File: config.mk
export PLATFORM = sky130hd
export DESIGN_NAME = full_adder
export DESIGN_NICKNAME = d
export VERILOG_FILES = /design/src/rtl/full_adder_pkg.sv /design/src/rtl/full_adder_cell.sv /design/src/rtl/full_adder.sv
export SDC_FILE = /design/constraint.sdc
export NUM_CORES = 1
export LEC_CHECK = 0
export ABC_AREA = 1
export CORE_AREA = 2 2 39 41
export DETAILED_ROUTE_END_ITERATION = 10
export DIE_AREA = 0 0 41 43
export PLACE_DENSITY = 0.32
export SETUP_SLACK_MARGIN = 0.4
export SLEW_MARGIN = 25
export SYNTH_ARGS = -nofsm -noshare
export SYNTH_HDL_FRONTEND = slang
export SYNTH_HIERARCHICAL = 1
export SYNTH_SLANG_ARGS = --single-unit
export TNS_END_PERCENT = 50
File: constraint.sdc
create_clock -name clk -period 1.7 [get_ports clk]
set_input_delay 0.34 -clock clk [delete_from_list [all_inputs] [get_ports clk]]
set_output_delay 0.34 -clock clk [all_outputs]
set_load 0.05 [all_outputs]
File: src/rtl/full_adder_pkg.sv
// -----------------------------------------------------------------------------
// full_adder_pkg
//   Bit-level arithmetic helpers shared by the full_adder slice.
//   fa_sum   : sum bit of a 1-bit full adder (a ^ b ^ c).
//   fa_carry : carry out of a 1-bit full adder, written as generate/propagate
//              so the carry term reads as "generate, or propagate the input".
// -----------------------------------------------------------------------------
package full_adder_pkg;

  function automatic logic fa_sum(input logic a, input logic b, input logic c);
    return a ^ b ^ c;
  endfunction

  function automatic logic fa_carry(input logic a, input logic b, input logic c);
    // generate (a & b) or propagate the incoming carry when a ^ b
    return (a & b) | (c & (a ^ b));
  endfunction

endpackage : full_adder_pkg

File: src/rtl/full_adder_cell.sv
// -----------------------------------------------------------------------------
// fa_cell
//   Purely combinational 1-bit full adder, one link of the ripple chain.
//   Ports:
//     a, b : operand bits
//     ci   : carry in from the previous (less significant) cell
//     s    : sum bit
//     co   : carry out to the next (more significant) cell
// -----------------------------------------------------------------------------
module fa_cell
  import full_adder_pkg::*;
(
  input  logic a,
  input  logic b,
  input  logic ci,
  output logic s,
  output logic co
);

  assign s  = fa_sum(a, b, ci);
  assign co = fa_carry(a, b, ci);

endmodule : fa_cell

File: src/rtl/full_adder.sv
// -----------------------------------------------------------------------------
// full_adder
//   Registered ripple-carry adder of WIDTH bits built from fa_cell instances.
//   {Cout, S} <= X1 + X2 + Cin on every rising clk where in_valid is high;
//   S and Cout hold otherwise. out_valid pulses for each new result.
//   Parameters:
//     WIDTH     : operand / sum width, 1..64
//   Ports:
//     clk       : clock, rising edge
//     rst_n     : asynchronous active-low reset
//     X1, X2    : unsigned operands
//     Cin       : carry into bit 0
//     in_valid  : qualifies X1/X2/Cin for capture this edge
//     S         : registered sum
//     Cout      : registered carry out of bit WIDTH-1
//     out_valid : high for one cycle per captured input
// -----------------------------------------------------------------------------
module full_adder #(
  parameter int WIDTH = 1
) (
  input  logic             clk,
  input  logic             rst_n,
  input  logic [WIDTH-1:0] X1,
  input  logic [WIDTH-1:0] X2,
  input  logic             Cin,
  input  logic             in_valid,
  output logic [WIDTH-1:0] S,
  output logic             Cout,
  output logic             out_valid
);

  // carry_chain[i] is the carry into cell i; carry_chain[WIDTH] is the final carry.
  logic [WIDTH:0]   carry_chain;
  logic [WIDTH-1:0] sum_next;

  logic [WIDTH-1:0] s_reg;
  logic             cout_reg;
  logic             out_valid_reg;

  assign carry_chain[0] = Cin;

  generate
    for (genvar gi = 0; gi < WIDTH; gi++) begin : g_cell
      fa_cell u_cell (
        .a  (X1[gi]),
        .b  (X2[gi]),
        .ci (carry_chain[gi]),
        .s  (sum_next[gi]),
        .co (carry_chain[gi+1])
      );
    end
  endgenerate

  // Result registers; a reset discards any in-flight result immediately.
  always_ff @(posedge clk or negedge rst_n) begin
    if (!rst_n) begin
      s_reg         <= '0;
      cout_reg      <= 1'b0;
      out_valid_reg <= 1'b0;
    end else begin
      out_valid_reg <= in_valid;
      if (in_valid) begin
        s_reg    <= sum_next;
        cout_reg <= carry_chain[WIDTH];
      end
    end
  end

  assign S         = s_reg;
  assign Cout      = cout_reg;
  assign out_valid = out_valid_reg;

endmodule : full_adder

==> impl_metrics.csv <==
group,metric,value,unit
cells_and_area,final_core_utilization,0.174,
pwr,p_sw_frac,0.289,
pwr,peakVddDrop,180,uV
setup_path,path_cells,"clkdlybuf4s50_1 -> fa_1 -> nand2_1 -> nand2_1",
setup_path,cp_max_fo,1,
outcome,status,"completed",
sta,finalClockSkew,0,ps
drt,vias_per_cell,2.95,
placed_design,dpl_worst_slack,205,ps
drt,drt-pass1-iter-count,2,
clocking,clk_latency,230,ps
cells_and_area,design_area,240,um2
setup_path,critPathMostFrequentCell,"nand2_1",
placed_design,place.gp.congestion,0.581,
clocking,post_cts_buffers,0,
setup_path,crit_cells,4,
sta,finalMaxSlewViolations,0,
sta,max_freq,0.803,GHz
setup_path,rr_worst_depth,2,
die,chipArea,0.00176,mm2
drt,drt-initial-drc-count,3,
logic_synthesis,synth_area,121,um2
pwr,leakagePower,0.115,nW
clocking,ctsHoldBuffers,0,
logic_synthesis,ys_seq_share,0.619,
logic_synthesis,top_cell,"nand2_1",
sta,fin_hold_ws,290,ps
clocking,clock_path_buffers,2,
logic_synthesis,postSynthAreaPerCell,11.0,um2
sta,hold_viol,0,
sta,fin_ws,454,ps
sta,min_period,1250,ps
logic_synthesis,synth_cells,11,
logic_synthesis,synth_nets,18,
sta,slew_headroom,0.909,
setup_path,cp_top_family,"adder cells",
sta,setup_violations,0,
cells_and_area,synthToLayoutAreaGrowth,97.9,%
logic_synthesis,yosys_area,121,um2
setup_path,crit_slowest_cell,"fa_1",
clocking,htree_levels,1,
cell type report:
type | count | area (um2)
timing repair buffer | 8 | 72.6
tap | 16 | 20.0
sequential | 3 | 75.1
multi-input combinational | 7 | 42.5
fill | 164 | 1140
inverter | 1 | 3.75
clock buffer | 4 | 26.3
cells by family after synthesis:
| kind of cell | synth area share |
|---|---|
| AND/OR/NAND/NOR | 0.186 |
| flip-flops | 0.619 |
| buffers and inverters | 0.0309 |
| adder cells (fa/ha/maj) | 0.165 |
power groups by stage:
stage	registers, mW	logic [mW]	clock network [mW]
final	0.0832	0.0625	0.123
after global placement	0.0835	0.0632	0
after CTS	0.0833	0.0634	0.129
after detailed placement	0.0841	0.0633	0
after global routing	0.0837	0.0679	0.132
after floorplan	0.110	0.00837	0
how the worst max path moves through the flow:
| stage | start | endpoint | slack [ps] |
|---|---|---|---|
| after global placement | X1 | S | 220 |
| after global routing | X1 | S | 410 |
| after detailed placement | X1 | S | 200 |
| after floorplan | X1 | S | 680 |
| final | X1 | S | 450 |
| after CTS | X1 | S | 450 |
metal layers:
layer  share of wire  vias up  global-route usage
li1                -       55                   -
met1            0.40       45              0.0325
met2            0.31       11              0.0406
met3            0.23        4              0.0628
met4           0.062        0              0.0800
met5               0        -                   0
cells in the final DEF, fill, tap and decap left out, drive strengths merged:
cell type      instances
clkdlybuf4s50          5
buf                    3
dfrtp                  3
fa                     1
inv                    1
clkbuf                 4
nand2                  6
through the flow:
stage / power, mW / std cells
after global placement: 0.147 / 35
after detailed placement: 0.147 / 35
after global routing: 0.284 / 39
final: 0.269 / 39
after floorplan: 0.118 / 11
after CTS: 0.276 / 39
worst register-to-register path: cells and delay by family, from the launching register on:
family	cells	cell delay, ps
AND/OR/NAND/NOR	2	110
flip-flops	1	370
**Placement density heat map**

Scale bar: 10 um. The die is cut into 8 by 9 equal tiles; white is low, dark blue is high, 0 to 100% covered.
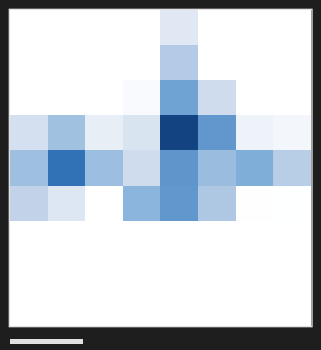
The mean over all tiles is 13%. The fullest tile reaches 93%. The densest ninth of the die: center. 1.4% of the tiles are over 75% full.
Core Area: 0.00138 mm2
Initial Utilization: 0.0877

**Routed metal, one color a layer**

Only two layers are drawn.
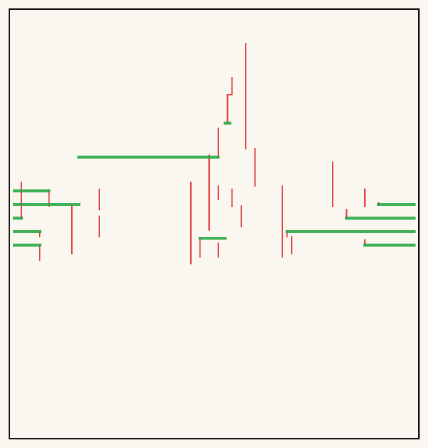
Green marks metal 3, wire length 60.5 um. Red marks metal 2, wire length 79.2 um.

**I/O nets highlighted**

Scale bar: 10 um.
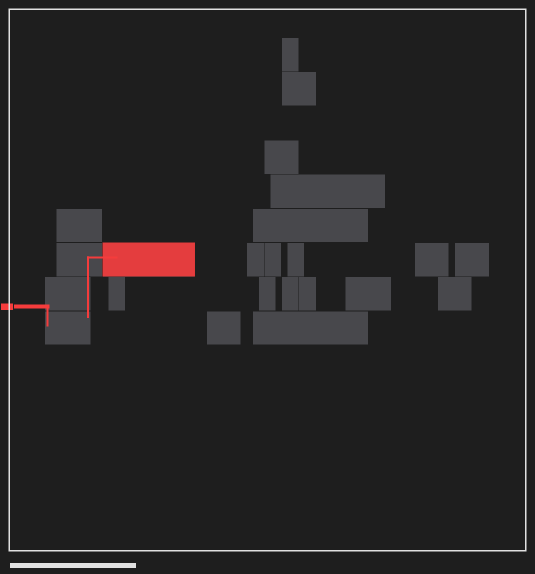
Red marks X1, bits 1, direction input, edge left, end cells 1, buffers 1, wire 11.1 um.
# IOs: 9
Port Buffers: 8

**Metal 1**

Supply wires on this layer in gray.
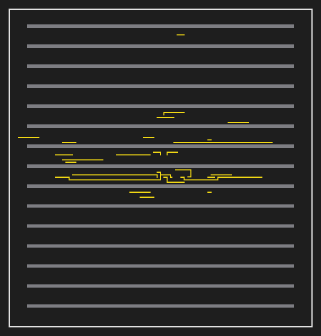
The longest straight run is 13.3 um. The layer carries 103 um of wire. The wires run mostly horizontal. 20 nets have wire on it. The layer holds 40% of the routed length.
routed vias: 115
grt met1 use: 0.0325
final WL: 258 um

No activity file was given, so power comes from the tool's default toggle rates.
